**config.mk**
```make
export PLATFORM = sky130hd
export DESIGN_NAME = pipeline_stall_controller
export DESIGN_NICKNAME = d
export VERILOG_FILES = /design/src/rtl/pipeline_stall_controller_pkg.sv /design/src/rtl/pipeline_stall_controller_sat_counter.sv /design/src/rtl/pipeline_stall_controller.sv
export SDC_FILE = /design/constraint.sdc
export NUM_CORES = 1
export LEC_CHECK = 0
export ABC_AREA = 1
export CAP_MARGIN = 10
export CELL_PAD_IN_SITES_DETAIL_PLACEMENT = 1
export CELL_PAD_IN_SITES_GLOBAL_PLACEMENT = 1
export CORE_MARGIN = 8
export CORE_UTILIZATION = 34
export DETAILED_ROUTE_END_ITERATION = 6
export MAX_ROUTING_LAYER = met4
export PLACE_DENSITY = 0.86
export SLEW_MARGIN = 20
export SYNTH_ARGS = -nofsm -noshare
export SYNTH_HDL_FRONTEND = slang
export SYNTH_SLANG_ARGS = --single-unit
```
**constraint.sdc**
```tcl
create_clock -name clk -period 1.7 [get_ports clk]
set_input_delay 0.255 -clock clk [delete_from_list [all_inputs] [get_ports clk]]
set_output_delay 0.255 -clock clk [all_outputs]
set_load 0.05 [all_outputs]
```
**src/rtl/pipeline_stall_controller_pkg.sv**
```systemverilog
// Shared constants and types for the pipeline stall controller:
// FSM state encodings, default parameter values and the control bundle.
package pipeline_stall_controller_pkg;

  localparam logic [0:0] STATE_RUN      = 1'b0;
  localparam logic [0:0] STATE_MEM_WAIT = 1'b1;

  localparam int CNT_W_DEF   = 32;
  localparam int TIMEOUT_DEF = 255;
  localparam int TO_W_DEF    = 8;

  typedef struct packed {
    logic freeze_pc;
    logic freeze_if_id;
    logic bubble_id_exe;
    logic flush_if_id;
    logic freeze_back;
  } ctrl_t;

  localparam ctrl_t CTRL_IDLE = '{default: 1'b0};

endpackage

```
**src/rtl/pipeline_stall_controller_sat_counter.sv**
```systemverilog
// Saturating up-counter with synchronous reset and clear.
// A clear wins over a coincident increment; the count never wraps.
module sat_counter #(
  parameter int W = 32
) (
  input  logic         clk,
  input  logic         rst,
  input  logic         clr,
  input  logic         inc,
  output logic [W-1:0] q
);

  logic [W-1:0] q_q;
  logic [W-1:0] q_d;

  // NOTE: every path assigns q_d first via the default, so no latch is inferred.
  always_comb begin
    q_d = q_q;
    if (clr) begin
      q_d = '0;
    end else if (inc && (q_q != '1)) begin
      q_d = q_q + W'(1);
    end
  end

  // NOTE: sequential state uses non-blocking assignment so all flops update together.
  always_ff @(posedge clk) begin
    if (rst) begin
      q_q <= '0;
    end else begin
      q_q <= q_d;
    end
  end

  assign q = q_q;

endmodule

```
**src/rtl/pipeline_stall_controller.sv**
```systemverilog
// Pipeline stall/flush controller: combinational priority mux for per-stage
// controls, memory-wait FSM with timeout watchdog, and performance counters.
module pipeline_stall_controller
  import pipeline_stall_controller_pkg::*;
#(
  parameter int CNT_W   = CNT_W_DEF,
  parameter int TIMEOUT = TIMEOUT_DEF,
  parameter int TO_W    = TO_W_DEF
) (
  input  logic             clk,
  input  logic             rst,
  input  logic             hazard,
  input  logic             branch_taken,
  input  logic             mem_req,
  input  logic             mem_ready,
  input  logic             perf_clr,
  output logic             freeze_pc,
  output logic             freeze_if_id,
  output logic             bubble_id_exe,
  output logic             flush_if_id,
  output logic             freeze_back,
  output logic             mem_wait,
  output logic             mem_timeout,
  output logic [CNT_W-1:0] stall_cnt,
  output logic [CNT_W-1:0] memwait_cnt,
  output logic [CNT_W-1:0] flush_cnt
);

  logic mstall;
  logic flush_act;
  logic stall_act;
  ctrl_t ctrl;

  assign mstall    = mem_req & ~mem_ready;
  assign flush_act = ~mstall & branch_taken;
  assign stall_act = ~mstall & ~branch_taken & hazard;

  // While in reset, bubble and flush are raised so pipeline registers clear on the same edge.
  always_comb begin
    ctrl = CTRL_IDLE;
    if (rst) begin
      ctrl.bubble_id_exe = 1'b1;
      ctrl.flush_if_id   = 1'b1;
    end else if (mstall) begin
      ctrl.freeze_pc    = 1'b1;
      ctrl.freeze_if_id = 1'b1;
      ctrl.freeze_back  = 1'b1;
    end else if (flush_act) begin
      ctrl.flush_if_id   = 1'b1;
      ctrl.bubble_id_exe = 1'b1;
    end else if (stall_act) begin
      ctrl.freeze_pc     = 1'b1;
      ctrl.freeze_if_id  = 1'b1;
      ctrl.bubble_id_exe = 1'b1;
    end
  end

  assign freeze_pc     = ctrl.freeze_pc;
  assign freeze_if_id  = ctrl.freeze_if_id;
  assign bubble_id_exe = ctrl.bubble_id_exe;
  assign flush_if_id   = ctrl.flush_if_id;
  assign freeze_back   = ctrl.freeze_back;

  logic [0:0]      state_q, state_d;
  logic [TO_W-1:0] wait_cnt_q, wait_cnt_d;
  logic [TO_W-1:0] wait_inc;
  logic            timeout_q, timeout_d;

  assign wait_inc = (wait_cnt_q == '1) ? wait_cnt_q : wait_cnt_q + TO_W'(1);

  // The wait counter is zero on entry to MEM_WAIT, so the Nth stalled wait
  // cycle produces wait_inc == N; the flag rises at the end of the TIMEOUT-th.
  always_comb begin
    state_d    = state_q;
    wait_cnt_d = '0;
    timeout_d  = timeout_q;
    case (state_q)
      STATE_RUN: begin
        if (mstall) begin
          state_d = STATE_MEM_WAIT;
        end
      end
      STATE_MEM_WAIT: begin
        if (!mstall) begin
          state_d = STATE_RUN;
        end else begin
          wait_cnt_d = wait_inc;
          if (wait_inc >= TO_W'(TIMEOUT)) begin
            timeout_d = 1'b1;
          end
        end
      end
      default: state_d = STATE_RUN;
    endcase
  end

  always_ff @(posedge clk) begin
    if (rst) begin
      state_q    <= STATE_RUN;
      wait_cnt_q <= '0;
      timeout_q  <= 1'b0;
    end else begin
      state_q    <= state_d;
      wait_cnt_q <= wait_cnt_d;
      timeout_q  <= timeout_d;
    end
  end

  assign mem_wait    = (state_q == STATE_MEM_WAIT);
  assign mem_timeout = timeout_q;

  sat_counter #(.W(CNT_W)) u_stall_cnt (
    .clk (clk),
    .rst (rst),
    .clr (perf_clr),
    .inc (stall_act),
    .q   (stall_cnt)
  );

  sat_counter #(.W(CNT_W)) u_memwait_cnt (
    .clk (clk),
    .rst (rst),
    .clr (perf_clr),
    .inc (mstall),
    .q   (memwait_cnt)
  );

  sat_counter #(.W(CNT_W)) u_flush_cnt (
    .clk (clk),
    .rst (rst),
    .clr (perf_clr),
    .inc (flush_act),
    .q   (flush_cnt)
  );

endmodule

```
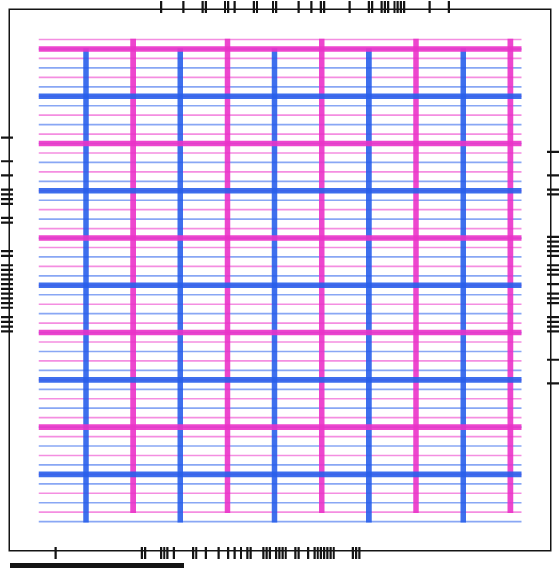
Fig. 1. PDN straps and rails (run 1).
Bar = 50 um. Pins as bars on the die edge.
color	net
blue	VSS
magenta	VDD
met1 rails	52
rows	51
signal pins	110

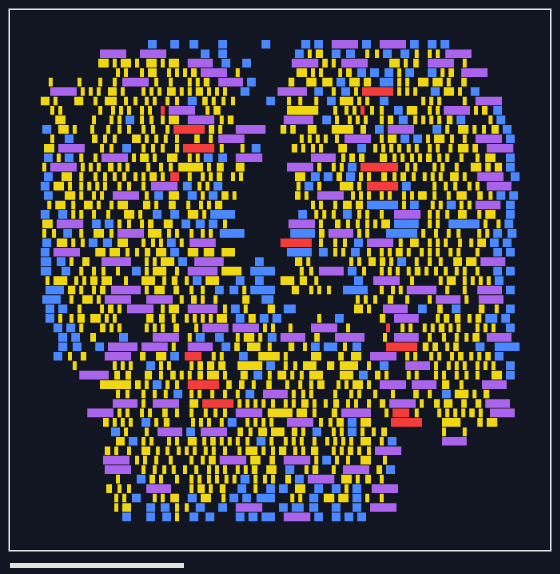
Fig. 2. Placed cells, one color a class (run 1).
Bar = 50 um.
color	class	cells
purple	sequential cells	106
red	clock drivers and dummy loads	16
blue	remaining buffers and delay cells	240
yellow	combinational and other logic	954

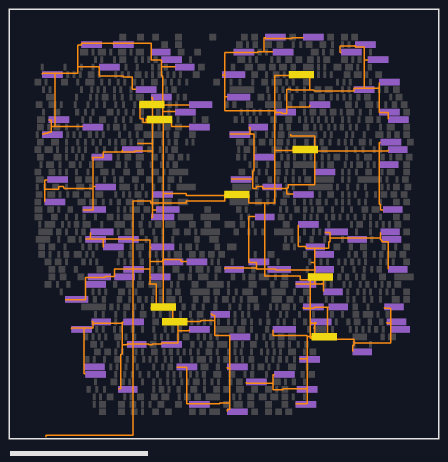
Fig. 3. Clock network drawn from the DEF (run 1).
Bar = 50 um.
[purple] flip-flops | count: 106
[orange] clock wires | length: 1690 um
[yellow] clock drivers | count: 9
flops lie	all over the die
routed clock nets	10

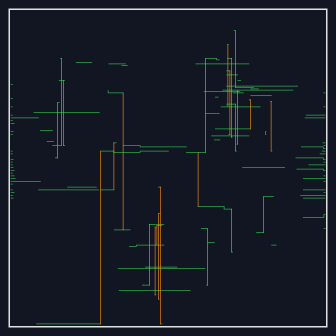
Fig. 4. Signal wires by layer (run 1).
Two of the layers only.
color	layer	wire length
green	metal 3	851 um
orange	metal 4	816 um

==> changes_impl.md, run 1 <==
### Implementation results

* Clk latency late pin at 0.36 ns
* Final Util at 49.14%
* Metal-1 WL at 11.19 mm
* Hold_sp: mem_timeout
* Setup WS pre-CTS at -0.4345 ns
* Yosys cell count at 1085
* Mux area share at 0%
* Gate power share at 8.5%
* Row cnt at 51
* Aoi share at 8.695%
* Sw frac at 24.95%
* Setup-failing EPs final at 2
* Layout cells sized above 1 at 31.76%
* Setup TNS Final at -0.02724 ns
* CP Capture Type: flip-flop
* Area Growth Syn to Fin at 43.36%
* DR vias/cell at 4.959
* Biggest area cells: dfxtp_1 32%, nand2_1 26%, nor2_1 10%
* Critical setup path kind: reg -> reg
* Failing checks: setup timing
* Initial antenna violation count at 1
* Max Fclk at 583.0 MHz
* Status: finished, violations left
* Area share, top type at 32.13%
* Relative slew margins at 70.07%
* Simple Share, Synth at 46.01%
* Final worst-path cycle share at 100.9%
* Syn avg cell area at 6.088 um^2
* Ys flops at 106
* Boundary pin count at 110
* Slowest stage delay, CP at 0.34 ns
* Top comb family, area: simple AND/OR/NAND/NOR gates
* Worst setup margin at -0.01520 ns
* Adder-Cell Fraction of Synth Area at 0.7577%
* First-pass GRT wire length at 38.70 mm
* Core Footprint at 0.01927 mm^2
* Post-CTS Resized at 27
* Total of max-cap violations at 0
* Cell Count, Final, Fillers Out at 1582
* Post-route minimum period at 1.715 ns
* Final Power at 0.005148 W
* Stage-log warning count at 26
* Post-CTS Hold Buffers at 0
* Wire per inst at 16.39 um
* Clk. pwr at 0.00224 W
* Largest net degree at the start of global routing at 33
* Most common cell in the netlist: nand2_1
* EDFF count, synth at 0
* Root buf cell: clkbuf_16
* Worst Tran Pin Value at 0.4474 ns
* CTS clock-pin slew for the worst setup and hold paths at 0.08 ns
* Final Hold Vio Count at 0
* WL met2 at 13.08 mm
* Hold WS at 0.4585 ns
* Worst hold path class: reg -> reg
* Final wirelength at 25.94 mm
* Comb group at 0.000438 W
* Post-detail-place hpwl at 18.65 mm
* NetSw at 0.001285 W
* Top layer in use: met4
* Vias in the first global route at 7940
-- run 1: layout make-up --
cell class / instances / area [um^2]
multi-input cells: 887 / 4313
repair buffers: 240 / 2013
diodes: 1 / 2.502
fillers: 2613 / 9802
flip-flops and latches: 106 / 2253
inverters: 67 / 254.0
clock buffers: 14 / 264.0
clock inverters: 2 / 37.54
well taps: 265 / 331.6
-- run 1: final timing paths --
path | end | cells after the start
max reg2reg | u_memwait_cnt.q[25] | 10
min reg2reg | mem_timeout | 2
min | mem_timeout | 2
max | u_memwait_cnt.q[25] | 10
-- run 1: registers in the layout (all words and copies together) (netlist names) --
register         flops
u_stall_cnt.q       32
u_memwait_cnt.q     32
mem_wait             1
u_flush_cnt.q       32
wait_cnt_q           8
mem_timeout          1
--- run 2 (diff from run 1) ---
Settings changed: SKIP_LAST_GASP set to 1.
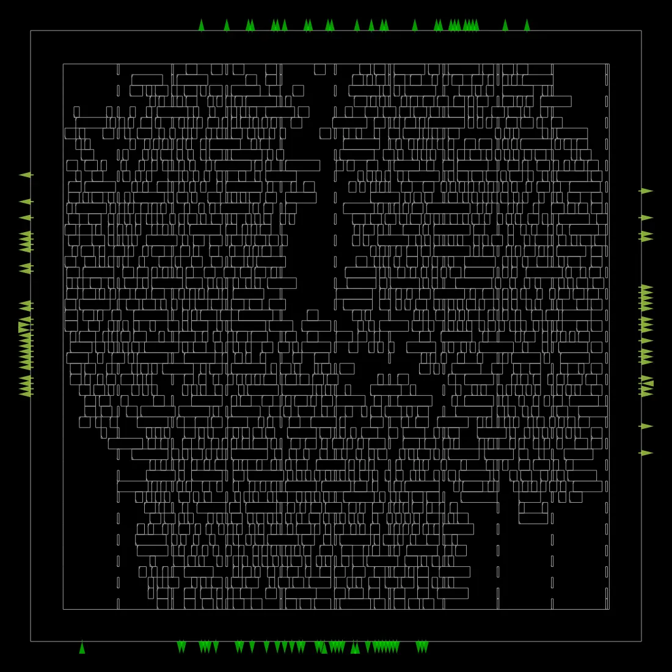
Fig. 5. Placed standard cells (run 2).
Tapcell Cnt: 265
Final Util: 49.14%
row cnt: 51
num sequential: 106
Cell Count, Final, Fillers Out: 1582

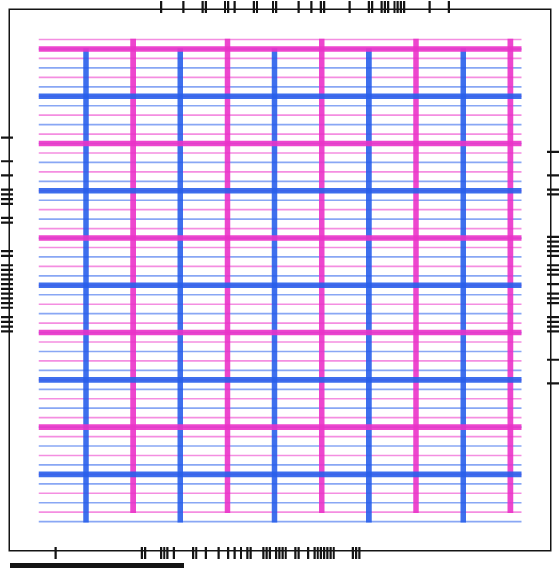
Fig. 6. PDN straps and rails (run 2).
Bar = 50 um. Pins as bars on the die edge.
color	net
magenta	VDD
blue	VSS
met4 straps	10
rows	51
met1 rails	52
signal pins	110
met5 straps	10

==> run 2 against run 1 <==
The flow still finishes with violations (setup timing). Register-to-register slack barely moved. Non-clock buffer count is the same. Synthesized cell count is the same. Flip-flop count is the same. Hold slack unchanged. Die size did not move. Via count unchanged. Sequential power about the same. Core utilization unchanged. Sequential share of layout area unchanged. Combinational power is essentially flat.
==> changes_impl.md, run 2 <==
### Implementation results

* First-pass GRT wire length at 38.70 mm (unchanged)
* Status: finished, violations left (unchanged)
* CTS Buf Count at 9 (unchanged)
* Group drawing the most power: registers (unchanged)
* CP Capture Type: flip-flop (unchanged)
* Biggest Area Class: logic gates (unchanged)
* Sequential Power at 0.00248 W (about the same)
* CTS clock-pin slew for the worst setup and hold paths at 0.08 ns (about the same)
* Async SR Flop Fraction at 0% (unchanged)
* Final slew viol count at 0 (unchanged)
* Post-detail-place hpwl at 18.65 mm (unchanged)
* Simple Share, Synth at 46.01% (unchanged)
* Internal power at 0.003864 W (unchanged)
* Area share, top type at 32.13% (unchanged)
* Worst VDD drop at 0.0004211 V (unchanged)
* Slowest stage delay, CP at 0.34 ns (about the same)
* Setup-failing EPs final at 2 (unchanged)
* Worst hold path class: reg -> reg (unchanged)
* Routability congestion estimate at 0.8903 (unchanged)
* Logic inverters at 67 (unchanged)
* Reg area at 0.002253 mm^2 (unchanged)
* Logic share of the area at 45.55% (unchanged)
* Leakage at 3.750 nW (unchanged)
* EDFF count, synth at 0 (unchanged)
* Failing checks: setup timing (unchanged)
* Critical setup path kind: reg -> reg (unchanged)
* Total inserted antenna cells at 1 (unchanged)
* Sequential portion of the cell area at 23.80% (unchanged)
* Placed Cells incl. Taps at 1540 (unchanged)
* Gate power share at 8.5% (about the same)
* Buffers, non-clock at 240 (unchanged)
* Synth cell count leaders: 462 x nand2_1, 181 x nor2_1, 106 x dfxtp_1, 68 x a21oi_1, 62 x inv_1 (unchanged)
* Sw frac at 24.95% (unchanged)
* Fillers at 2613 (unchanged)
* Aoi share at 8.695% (unchanged)
* Worst setup margin at -0.01520 ns (unchanged)
* NetSw at 0.001285 W (unchanged)
* Root buf cell: clkbuf_16 (unchanged)
* Chip Area, Yosys at 0.006605 mm^2 (unchanged)
* Relative slew margins at 70.07% (unchanged)
* Final non-filler cell area at 0.009469 mm^2 (unchanged)
* CP required at 1.98 ns (about the same)
* Syn avg cell area at 6.088 um^2 (unchanged)
* Area Growth Syn to Fin at 43.36% (unchanged)
* Most common cell in the netlist: nand2_1 (unchanged)
* CP top delay family: simple AND/OR/NAND/NOR gates (unchanged)
* DR vias/cell at 4.959 (unchanged)
* Post-CTS Resized at 27 (unchanged)
* Clk buf depth at 2 (unchanged)
* Non-clock buffers, area share at 21.26% (unchanged)
* Final wirelength at 25.94 mm (unchanged)
* Comb group at 0.000438 W (about the same)
* Port bufs at 109 (unchanged)
* Clock power share at 43.4% (about the same)
* Cell area after synthesis at 0.006605 mm^2 (unchanged)
* Wire per inst at 16.39 um (unchanged)
* Yosys warnings at 0 (unchanged)
* Syn_nets at 1096 (unchanged)
* Largest net degree at the start of global routing at 33 (unchanged)
* Distinct lib cells at 28 (unchanged)
* Pwr dens at 543.7 mW/mm^2 (unchanged)
* Final clock skew at 0.01067 ns (unchanged)
* Seq share, synth at 32.13% (unchanged)
* Boundary pin count at 110 (unchanged)
* Die Area at 0.02414 mm^2 (unchanged)
* Worst Tran Pin Value at 0.4474 ns (unchanged)
* Setup TNS Final at -0.02724 ns (unchanged)
* Logic area at 0.004313 mm^2 (unchanged)
* Max Fclk at 583.0 MHz (unchanged)
* Setup WS pre-CTS at -0.4345 ns (unchanged)
* Slowest-stage cell, CP: dfxtp_2 (unchanged)
* Worst Path Buf+Inv at 2 (unchanged)
* Grt ovf at 0 (unchanged)
* Core Footprint at 0.01927 mm^2 (unchanged)
* Stage-log warning count at 26 (unchanged)
* Clock buffers at 14 (unchanged)
* Crit-path cells: nand2_2 > nor2_2 > nand2_1 > nor2_4 > nand2_2 > nand2_4 > buf_12 > clkbuf_16 > nand2_1 > a21oi_1 (unchanged)
* Post-route minimum period at 1.715 ns (unchanged)
* Most numerous logic cell after layout: nand2_1 (unchanged)
* Clk. pwr at 0.00224 W (about the same)
* Mapped Cells at 1085 (unchanged)
* Clock sinks at 106 (unchanged)
* Arrival @ worst endpoint at 1.99 ns (about the same)
* XOR-XNOR Cells, Area Fraction at 5.967% (unchanged)
* Remaining design rule violation count at 0 (unchanged)
* Post-CTS Setup Bufs at 1 (unchanged)
* Die height at 155.4 um (unchanged)
* Clk latency late pin at 0.36 ns (about the same)
* Hold WS at 0.4585 ns (unchanged)
* Final Hold Vio Count at 0 (unchanged)
* Cell area after placement at 0.008661 mm^2 (unchanged)
* Vias in the first global route at 7940 (unchanged)
* Initial antenna violation count at 1 (unchanged)
* Final worst-path cycle share at 100.9% (unchanged)
* DRT iter0 DRCs at 329 (unchanged)
* Adder-Cell Fraction of Synth Area at 0.7577% (unchanged)
* Fp_density at 34.27% (unchanged)
* Final ANT Viol Nets at 0 (unchanged)
* Routed via count at 7845 (unchanged)
* Yosys cell count at 1085 (unchanged)
* Total of max-cap violations at 0 (unchanged)
* ClkCell Share at 3.184% (unchanged)
* CTS tree: built (unchanged)
* Layout cells sized above 1 at 31.76% (unchanged)
* Top comb family, area: simple AND/OR/NAND/NOR gates (unchanged)
* Post-CTS Hold Buffers at 0 (unchanged)
* Crit start category: flip-flop (unchanged)
* Most used flip-flop cell: dfxtp_1 (unchanged)
* Comb gates at 887 (unchanged)
* Flop pwr share at 48.1% (about the same)
* Final Power at 0.005148 W (unchanged)
* Mux area share at 0% (unchanged)
* Top cells excl fill/tap: 458 x nand2_1, 216 x buf_4, 156 x nor2_1 (unchanged)
* Ys flops at 106 (unchanged)
* Gr usage total at 20.27% (unchanged)
* Biggest area cells: dfxtp_1 32%, nand2_1 26%, nor2_1 10% (unchanged)
-- run 2: cell counts after synthesis --
Identical to the previous run, type by type.
-- run 2: final timing paths --
path / slack (ns) / cells after the start / to / start
worst max register to register: -0.02 / 10 / u_memwait_cnt.q[25] / u_memwait_cnt.q[14]
worst max-delay path: -0.02 / 10 / u_memwait_cnt.q[25] / u_memwait_cnt.q[14]
worst min-delay path: 0.46 / 2 / mem_timeout / mem_timeout
worst min register to register: 0.46 / 2 / mem_timeout / mem_timeout
-- run 2: layer usage --
metal	track usage, %	vias up	share of wire [%]
met5	-	-	0
met4	7.486	0	3.1
met3	2.885	50	3.3
met2	35.51	160	50
met1	23.16	3794	43
li1	-	3841	-
Power figures rest on the tool's default switching activity, not on a simulated workload.
